**config.mk**
```make
export PLATFORM = sky130hd
export DESIGN_NAME = vend_payout_ctrl
export DESIGN_NICKNAME = d
export VERILOG_FILES = /design/src/rtl/vend_payout_ctrl.sv
export SDC_FILE = /design/constraint.sdc
export NUM_CORES = 1
export LEC_CHECK = 0
export ABC_CLOCK_PERIOD_IN_PS = 5000
export CAP_MARGIN = 5
export CORE_ASPECT_RATIO = 1.25
export CORE_MARGIN = 5
export CORE_UTILIZATION = 57
export CTS_CLUSTER_DIAMETER = 50
export DETAILED_ROUTE_END_ITERATION = 8
export PLACE_DENSITY = 0.83
export SLEW_MARGIN = 10
export SYNTH_ARGS = -nofsm -noshare
export SYNTH_HDL_FRONTEND = slang
export SYNTH_SLANG_ARGS = --single-unit
```
**constraint.sdc**
```tcl
create_clock -name clk_i -period 5 [get_ports clk_i]
set_input_delay 1 -clock clk_i [delete_from_list [all_inputs] [get_ports clk_i]]
set_output_delay 1 -clock clk_i [all_outputs]
set_load 0.02 [all_outputs]
```
**src/rtl/vend_payout_ctrl.sv**
```systemverilog
// Payout sequencer: queues vend/change events and plays them out as soda, dimes, then nickels
// over req/ack handshakes. Optional request timeout with sticky fault: VEND_PAYOUT_TIMEOUT_EN.
module vend_payout_ctrl #(
  parameter int DEPTH       = 2,
  parameter int TIMEOUT_CYC = 1000
) (
  input  logic                     clk_i,
  input  logic                     reset_i,
  input  logic                     soda_i,
  input  logic [2:0]               change_i,
  output logic                     soda_req_o,
  input  logic                     soda_ack_i,
  output logic                     dime_req_o,
  output logic                     nickel_req_o,
  input  logic                     coin_ack_i,
  output logic                     busy_o,
  output logic [$clog2(DEPTH):0]   pending_o,
  output logic                     drop_o,
  output logic                     fault_o
);
  localparam int AW = $clog2(DEPTH);

  if (DEPTH < 2 || (DEPTH & (DEPTH - 1)) != 0 || TIMEOUT_CYC < 1) begin : g_param_check
    $error("vend_payout_ctrl: DEPTH must be a power of 2 >= 2 and TIMEOUT_CYC >= 1");
  end

  typedef enum logic [2:0] {IDLE, VEND, PAY, GAP, FAULT} state_t;
  state_t state;

  logic [3:0]    mem [DEPTH];
  logic [AW-1:0] rd_ptr;
  logic [AW-1:0] wr_ptr;
  logic [AW:0]   count;
  logic [2:0]    remaining;
  logic [2:0]    rem_after;
  logic [3:0]    head;
  logic          event_in;
  logic          full;
  logic          pop;
  logic          push;
  logic          timeout;

  assign event_in  = soda_i || (change_i != 3'd0);
  assign full      = (count == (AW + 1)'(DEPTH));
  assign pop       = (state == IDLE) && (count != '0);
  // A full queue still accepts when the head leaves on the same edge.
  assign push      = event_in && (!full || pop);
  assign head      = mem[rd_ptr];
  assign rem_after = remaining - (dime_req_o ? 3'd2 : 3'd1);
  assign busy_o    = (state != IDLE) || (count != '0);
  assign pending_o = count;

  always_ff @(posedge clk_i) begin
    if (push) mem[wr_ptr] <= {soda_i, change_i};
  end

  always_ff @(posedge clk_i or posedge reset_i) begin
    if (reset_i) begin
      rd_ptr <= '0;
      wr_ptr <= '0;
      count  <= '0;
      drop_o <= 1'b0;
    end else begin
      if (push) wr_ptr <= wr_ptr + AW'(1);
      if (pop)  rd_ptr <= rd_ptr + AW'(1);
      case ({push, pop})
        2'b10:   count <= count + (AW + 1)'(1);
        2'b01:   count <= count - (AW + 1)'(1);
        default: count <= count;
      endcase
      drop_o <= event_in && !push;
    end
  end

`ifdef VEND_PAYOUT_TIMEOUT_EN
  localparam int TCW = $clog2(TIMEOUT_CYC + 1);
  logic [TCW-1:0] tcnt;

  always_ff @(posedge clk_i or posedge reset_i) begin
    if (reset_i)                                tcnt <= '0;
    else if (state == VEND || state == PAY)     tcnt <= tcnt + TCW'(1);
    else                                        tcnt <= '0;
  end

  // Fires during the last permitted waiting cycle so the request is high exactly TIMEOUT_CYC cycles.
  assign timeout = (tcnt == TCW'(TIMEOUT_CYC - 1)) &&
                   ((state == VEND && !soda_ack_i) || (state == PAY && !coin_ack_i));
  assign fault_o = (state == FAULT);
`else
  assign timeout = 1'b0;
  assign fault_o = 1'b0;
`endif

  always_ff @(posedge clk_i or posedge reset_i) begin
    if (reset_i) begin
      state        <= IDLE;
      remaining    <= '0;
      soda_req_o   <= 1'b0;
      dime_req_o   <= 1'b0;
      nickel_req_o <= 1'b0;
    end else begin
      case (state)
        IDLE: begin
          if (pop) begin
            remaining <= head[2:0];
            if (head[3]) begin
              state      <= VEND;
              soda_req_o <= 1'b1;
            end else if (head[2:0] != 3'd0) begin
              state        <= PAY;
              dime_req_o   <= (head[2:0] >= 3'd2);
              nickel_req_o <= (head[2:0] == 3'd1);
            end
          end
        end
        VEND: begin
          if (soda_ack_i) begin
            soda_req_o <= 1'b0;
            state      <= (remaining != 3'd0) ? GAP : IDLE;
          end else if (timeout) begin
            soda_req_o <= 1'b0;
            state      <= FAULT;
          end
        end
        PAY: begin
          if (coin_ack_i) begin
            dime_req_o   <= 1'b0;
            nickel_req_o <= 1'b0;
            remaining    <= rem_after;
            state        <= (rem_after != 3'd0) ? GAP : IDLE;
          end else if (timeout) begin
            dime_req_o   <= 1'b0;
            nickel_req_o <= 1'b0;
            state        <= FAULT;
          end
        end
        GAP: begin
          // Coin type is chosen here and held until the hopper acks.
          state        <= PAY;
          dime_req_o   <= (remaining >= 3'd2);
          nickel_req_o <= (remaining == 3'd1);
        end
        FAULT: state <= FAULT;
        default: state <= IDLE;
      endcase
    end
  end
endmodule

```
**Run 1: clock distribution**

The bar under the picture is 20 um long.
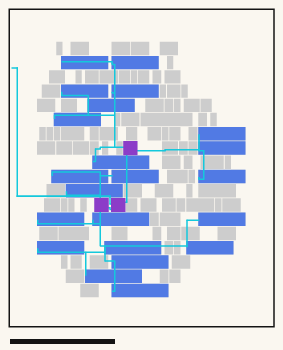
Key: cells driving clock nets = purple [count 3]; flip-flops = blue [count 22]; clock wires = cyan [length 244 um]
There are 4 routed clock nets.
Clock Power: 80.8 uW
clk_skew: 0.00715 ns
clock network fraction of total power: 8.6%
worst skew pair latency: 0.30 ns

**Run 1: M3 wires**

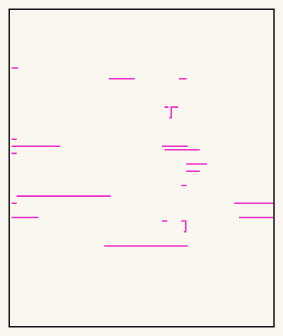
The longest straight run is 17.7 um. 18 nets have wire on it. The wires run mostly horizontal. The layer carries 94.2 um of wire. The layer holds 4.5% of the routed length.
via count of the routed design: 809
grt met3 use: 2.46%
WL final: 2110 um

**Run 1: cell outlines without signal wires**

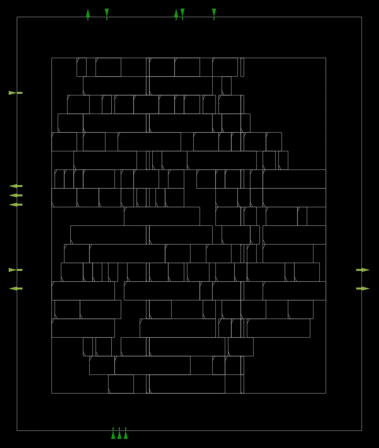
cell row count: 18
num sequential: 22
Seq/total area: 44.4%
placeable core region: 0.00196 mm^2
Non-Filler Instances: 137

==> results.yml, run 1 <==
# physical design summary
status:
  run_status: "finished, final reports clean"
die:
  floorplan.initialDensity_pct: 59.1
  die-area_mm2: 0.00304
  boundaryPins: 16
  die_h_um: 60.4
  die.size.x_um: 50.3
placement:
  place_inst: 133
  dp_hpwl_um: 1630
  postPlaceCellArea_mm2: 0.00130
  routabilityCongestion: 0.897
  preCtsSetupSlack_ns: 2.20
  number_of_buffers_inserted_by_port_buffering: 14
worst_setup_path:
  timing.critical_path.required_ns: 4.00
  regToRegStartpoint: "dime_req_o"
  timing.critical_path.fanout_max: 10
  cells_along_the_critical_path: "nor3_1 -> nand2_1 -> clkdlybuf4s50_1"
  worst_path_max_delay_cell: "clkdlybuf4s50_1"
  worstPathArrival_ns: 1.78
  timing.critical_path.from: "state[1]"
  startpoint_type: "register"
  setup.reg_to_reg.worst_slack_ns: 2.91
  worst_path_largest_cell_delay_ns: 0.55
  cp-end-kind: "output pin"
  critical_path_class: "register to output pin"
detailed_routing:
  firstDrtPassIters: 4
  wire_per_inst_um: 15.4
  drtIter0Drc: 24
  postRouteAntennaNets: 0
  route.detailed.drc: 0
  via_per_inst: 5.91
logic_synthesis:
  yosys-stat-area_mm2: 0.00116
  syn-cell-area_mm2: 0.00116
  netlist_logic_family_top: "simple AND/OR/NAND/NOR gates"
  ys.flops: 22
  ys_sh_mux_pct: 7.57
  synth.cellmix.simpleShare_pct: 15.2
  yosys-stat-cells: 102
  synthesis.yosys.warnings: 0
  post_synth_fa_ha_maj_area_fraction_pct: 3.89
  synth.lib_cells_used.distinct: 39
  synth-seq-area-share_pct: 51.0
  ys_sh_xor_pct: 4.54
  fp_nets: 113
  synth_compound_gate_area_share_pct: 13.2
  postSynthCellCount: 102
  syn_avg_cell_area_um2: 11.3
final_timing:
  period_used_pct: 55.6
  max_freq_ghz: 0.360
  timing.final.crit_period_ns: 2.78
  drv_slew: 0
  finalWorstSetupSlack_ns: 2.22
  timing.setup.tns_ns: 0
  max_slew.worst_pin.slew_ns: 0.776
  unrepaired_setup_endpoints_after_global_routing: "false"
  number_of_hold_violations_in_the_final_report: 0
  finalSetupViolations: 0
  max-slew-margin-rel_pct: 48.2
global_routing:
  globalRouteTotalUtil_pct: 15.7
  grt-ovfl-total: 0
  grt-busiest-layer: "met2"
  met2_usage_pct: 26.8
  first_global_vias: 839
  grt_antenna_before_repair: 0
  grt_max_degree: 15
  grt_first_pass_wirelength_um: 3670
  use_met1_pct: 19.3
finish:
  final_net_count: 129
  num_antenna_cells: 0
  areaGrowthSynthToFinish_pct: 14.9
  proportion_of_layout_cells_with_a_drive_suffix_above_1_pct: 9.40
  fill_cells: 139
  seq_area_um2: 591
  finish.instance_area_mm2: 0.00133
  multi_input_gate_area_um2: 518
clocking:
  post_cts_resize_count: 0
  htree_num_levels: 1
  cts_buffer_depth: 2
  cts_tree: "yes"
  numCtsBuffers: 3
  clkSinkCount: 22
  ctsHoldBuffers: 0
  clk_pin_slew_worst_paths_ns: 0.12
  cts_root_buf: "clkbuf_4"
  post_cts_buffers: 0
hold_path:
  min_delay_startpoint: "wr_ptr"
  hold_class: "register to register"
power_and_ir_drop:
  vdd.ir_drop.worst_mv: 0.462
  seqPwrFrac_pct: 40.0
  power.static_leakage_uw: 0.000542
  sw_power_uw: 396
  power.density_mw_per_mm2: 703
  internal_uw: 539
  power_uw: 935
  power.combinational.fraction_pct: 51.4
  power.switching_fraction_pct: 42.3
run:
  max_cap_violations: 0
  stage_log_warnings: 26
[run 1: flip-flops by register name, indices dropped and copies added (netlist names)]
name and cells:
dime_req_o 1, drop_o 1, mem 8, nickel_req_o 1
pending_o 2, rd_ptr 1, remaining 3, soda_req_o 1
state 3, wr_ptr 1
[run 1: power by group through the flow]
stage / logic (uW) / clock network (uW) / registers, uW
2_1_floorplan: 346 / 0 / 369
3_3_place_gp: 463 / 0 / 371
3_5_place_dp: 478 / 0 / 376
4_1_cts: 482 / 79.9 / 372
5_1_grt: 532 / 89.0 / 389
6_report: 481 / 80.8 / 374
[run 1: cell usage in the layout (no fill, tap or decap), drive strengths merged, types with 3 or more instances in the layout]
cell and instances:
edfxtp 8, nor2 9, clkbuf 3, xnor2 4, nand2 5, dfrtp 14, mux2 3, inv 8
nor3 6, a21oi 6, mux2i 5, clkdlybuf4s50 14, o21ai 3
[run 1: worst paths after layout]
path / to / cells past startpoint
setup / recovery: busy_o / 3
hold / removal: wr_ptr / 1
setup reg to reg: state[0] / 7
hold reg to reg: wr_ptr / 1
max in group asynchronous: remaining[2] / 2
min in group asynchronous: drop_o / 2
[run 1: metrics by stage]
stage / utilization [%] / hold WS (ns)
2_1_floorplan: - / 0.468
3_5_place_dp: 66.5 / 0.485
5_1_grt: 67.9 / 0.540
4_1_cts: 67.9 / 0.506
3_3_place_gp: 66.5 / 0.483
6_report: 67.9 / 0.510
[run 1: cell usage after synthesis, drive strengths merged]
| master | count | area [um^2] |
|---|---|---|
| ha | 2 | 25.0 |
| o31ai | 1 | 7.51 |
| o41ai | 1 | 16.3 |
| xor2 | 2 | 17.5 |
| a2111oi | 1 | 27.5 |
| fa | 1 | 20.0 |
| buf | 2 | 15.0 |
| nor4 | 2 | 12.5 |
| conb | 1 | 3.75 |
| mux2 | 3 | 37.5 |
| o21ai | 3 | 15.0 |
| xnor2 | 4 | 35.0 |
| clkbuf | 1 | 3.75 |
| or4b | 1 | 10.0 |
| or3b | 1 | 8.76 |
| o32a | 1 | 10.0 |
| mux2i | 5 | 50.1 |
| a211oi | 1 | 7.51 |
| nand2b | 2 | 12.5 |
| dfrtp | 14 | 350 |
| nor2 | 9 | 33.8 |
| nand2 | 5 | 18.8 |
| nor3 | 6 | 35.0 |
| nand4 | 1 | 6.26 |
| a21boi | 1 | 7.51 |
| o32ai | 1 | 8.76 |
| inv | 8 | 30.0 |
| a21oi | 6 | 33.8 |
| o2111ai | 1 | 8.76 |
| or3 | 1 | 6.26 |
| a221o | 1 | 10.0 |
| nand3 | 1 | 5.00 |
| edfxtp | 8 | 240 |
| nor3b | 2 | 15.0 |
| nor2b | 2 | 12.5 |
[run 1: metal layers]
layer	part of all wire, %	vias to the layer above
met3	4.4	6
met1	42	376
li1	-	399
met2	51	28
met5	0	-
met4	3.1	0
[run 1: critical path, delay by kind of cell (launching register included)]
kind | cells | cell delay (ns)
and+or+nand+nor | 2 | 0.41
DFF | 1 | 0.52
buffers and inverters | 1 | 0.55
[run 1: layout make-up]
cell class | instances | area share, %
clock buffer | 3 | 1.69
clock inverter | 1 | 0.282
inverter | 8 | 2.26
multi-input combinational | 69 | 38.9
sequential | 22 | 44.4
tap | 20 | 1.88
timing repair buffer | 14 | 10.5
==> run 1 -> run 2 <==
--- a/config.mk
+++ b/config.mk
@@ -5,14 +5,14 @@
 export SDC_FILE = /design/constraint.sdc
 export NUM_CORES = 1
 export LEC_CHECK = 0
-export ABC_CLOCK_PERIOD_IN_PS = 5000
+export ABC_CLOCK_PERIOD_IN_PS = 2400
 export CAP_MARGIN = 5
 export CORE_ASPECT_RATIO = 1.25
 export CORE_MARGIN = 5
-export CORE_UTILIZATION = 57
+export CORE_UTILIZATION = 48
 export CTS_CLUSTER_DIAMETER = 50
 export DETAILED_ROUTE_END_ITERATION = 8
-export PLACE_DENSITY = 0.83
+export PLACE_DENSITY = 0.74
 export SLEW_MARGIN = 10
 export SYNTH_ARGS = -nofsm -noshare
 export SYNTH_HDL_FRONTEND = slang
==> constraint.sdc (replaced) <==
create_clock -name clk_i -period 2.4 [get_ports clk_i]
set_input_delay 0.48 -clock clk_i [delete_from_list [all_inputs] [get_ports clk_i]]
set_output_delay 0.48 -clock clk_i [all_outputs]
set_load 0.02 [all_outputs]
**Run 2: clock distribution**

The bar under the picture is 20 um long.
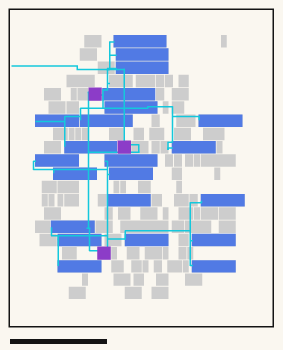
Key: cells driving clock nets = purple [count 3]; clock wires = cyan [length 257 um]; flip-flops = blue [count 22]
There are 4 routed clock nets.
worst skew pair latency: 0.32 ns
clk_skew: 0.0103 ns

**Run 2: cell outlines without signal wires**

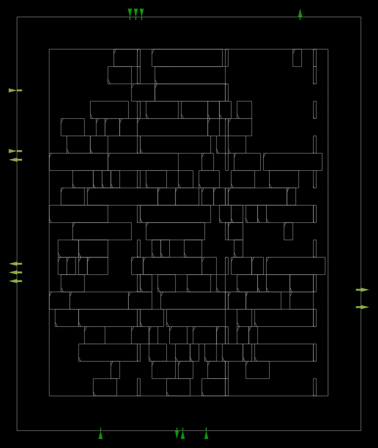
Non-Filler Instances: 153
placeable core region: 0.00238 mm^2

==> results.yml, run 2 <==
# physical design summary
worst_setup_path:
  worstPathArrival_ns: 1.81
  startpoint_type: "register"
  critical_path_class: "register to output pin"
  cp-end-kind: "output pin"
  timing.critical_path.required_ns: 1.92
  timing.critical_path.fanout_max: 7
power_and_ir_drop:
  power.density_mw_per_mm2: 1460
  power.switching_fraction_pct: 41.2
  vdd.ir_drop.worst_mv: 0.901
  power.combinational.fraction_pct: 52.3
  power.share.clock_pct: 10.2
  internal_uw: 1190
logic_synthesis:
  synth.lib_cells_used.distinct: 39
  synth.top_cell.area_share_pct: 30.3
  area_leaders: "dfrtp_1, edfxtp_1, mux2i_1"
  ys_sh_mux_pct: 7.57
  yosys-stat-area_mm2: 0.00116
  synth-seq-area-share_pct: 51.0
  ys.flops: 22
  ys_sh_xor_pct: 4.54
  synth.cellmix.simpleShare_pct: 15.2
  synth_compound_gate_area_share_pct: 13.2
  dominant_cell_by_count_in_the_synthesized_netlist: "dfrtp_1"
  post_synth_edffs: 8
  syn-cell-area_mm2: 0.00116
  synthesis.yosys.warnings: 0
  syn_avg_cell_area_um2: 11.3
  synth-main-ff-cell: "dfrtp_1"
  postSynthCellCount: 102
  postSynth.asyncResetShare_pct: 63.6
  synthDominantAreaCellType: "dfrtp_1"
  fp_nets: 113
  netlist_logic_family_top: "simple AND/OR/NAND/NOR gates"
  post_synth_fa_ha_maj_area_fraction_pct: 3.89
  yosys-stat-cells: 102
final_timing:
  max-slew-margin-rel_pct: 63.4
  period_used_pct: 95.6
  drv_slew: 0
  max_slew.worst_pin.slew_ns: 0.548
  timing.setup.tns_ns: 0
  unrepaired_setup_endpoints_after_global_routing: "false"
  finalSetupViolations: 0
  timing.final.crit_period_ns: 2.29
  number_of_hold_violations_in_the_final_report: 0
  finalWorstSetupSlack_ns: 0.105
  max_freq_ghz: 0.436
run:
  stage_log_warnings: 26
  max_cap_violations: 0
clocking:
  post_cts_buffers: 0
  htree_num_levels: 1
  clk_pin_slew_worst_paths_ns: 0.12
  post_cts_resize_count: 0
  cts_buffer_depth: 2
  numCtsBuffers: 3
  cts_tree: "yes"
  cts_root_buf: "clkbuf_4"
  clkSinkCount: 22
  ctsHoldBuffers: 0
detailed_routing:
  firstDrtPassIters: 4
  wire_per_inst_um: 14.4
  postRouteAntennaNets: 0
  route.detailed.drc: 0
  drtIter0Drc: 12
  via_per_inst: 5.28
global_routing:
  first_global_vias: 870
  grt_antenna_before_repair: 0
  globalRouteTotalUtil_pct: 14.6
  grt_max_degree: 15
  grt_first_pass_wirelength_um: 3710
  grt-ovfl-total: 0
finish:
  largest-register: "mem"
  proportion_of_layout_cells_with_a_drive_suffix_above_1_pct: 12.5
  finish.instance_area_mm2: 0.00138
  multi_input_gate_area_um2: 518
  seq_area_um2: 591
  num_antenna_cells: 0
  areaGrowthSynthToFinish_pct: 19.1
  final_layout_top_logic_cells: "dfrtp_1, clkdlybuf4s50_1, nor2_1"
hold_path:
  hold_class: "input port to asynchronous set/reset pin"
die:
  boundaryPins: 16
  cell_row_count: 20
  die-area_mm2: 0.00350
  die_h_um: 64.9
  die.size.x_um: 53.9
  floorplan.initialDensity_pct: 48.7
placement:
  preCtsSetupSlack_ns: 0.222
  routabilityCongestion: 0.772
  dp_hpwl_um: 1730
  number_of_buffers_inserted_by_port_buffering: 14
status:
  run_status: "finished, final reports clean"
**Run 2: M3 wires**

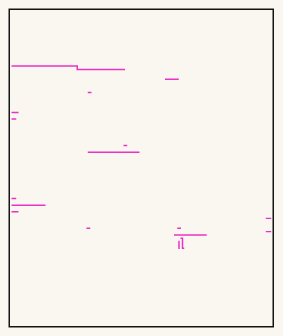
12 nets have wire on it. The layer holds 2.7% of the routed length.
WL final: 2200 um
via count of the routed design: 808

run 2: power by group through the flow:
stage / registers [uW] / clock network [uW] / logic (uW)
after global routing: 785 / 221 / 1160
after floorplan: 769 / 0 / 720
final: 758 / 206 / 1050
after global placement: 756 / 0 / 1030
after CTS: 756 / 208 / 1070
after detailed placement: 766 / 0 / 1060
run 2: final cells by class:
type	instances	area share, %
Inverter	8	2.18
Tap cell	33	2.99
Sequential cell	22	42.8
Timing Repair Buffer	17	11.8
Multi-Input combinational cell	69	37.6
Clock buffer	4	2.63
run 2: critical path: stages, from the launching register on:
cell,delay [ns]
dfrtp_1,0.50
nor3_1,0.34
nand2_1,0.10
clkdlybuf4s50_1,0.56
run 2: routing by layer:
layer  up-vias  part of all wire, %  track usage (%)
met3         7                  2.7             3.45
met2        19                   52             24.5
met4         0                  3.4             7.99
met1       378                   42             16.2
li1        404                    -                -
met5         -                    0                0
run 2: through the flow:
step           std cells  hold slack, ns  total power [uW]  utilization [%]
2_1_floorplan        102           0.369              1490                -
3_3_place_gp         149           0.481              1780             56.5
3_5_place_dp         149           0.490              1830             56.5
4_1_cts              153           0.510              2030             58.0
5_1_grt              153           0.542              2170             58.0
6_report             153           0.490              2020             58.0
run 2: worst paths after layout:
kind	startpoint	end	slack, ns	cells past startpoint
worst max register to register	dime_req_o	state[0]	0.30	7
min in group clk_i	wr_ptr	wr_ptr	0.51	1
max in group asynchronous	reset_i	drop_o	1.54	2
worst max-delay path	state[0]	busy_o	0.11	3
worst min register to register	wr_ptr	wr_ptr	0.51	1
worst min-delay path	reset_i	state[2]	0.49	2
run 2: logic make-up (layout without fill, tap and decap cells):
group / Yosys count / after routing
flip-flops: 22 / 22
adder cells (fa/ha/maj): 3 / 3
multiplexers: 8 / 8
XOR/XNOR: 6 / 6
other: 1 / 1
AND/OR/NAND/NOR: 33 / 33
buffers and inverters: 11 / 29
AND-OR/OR-AND: 18 / 18
Power and IR drop assume default switching activity.
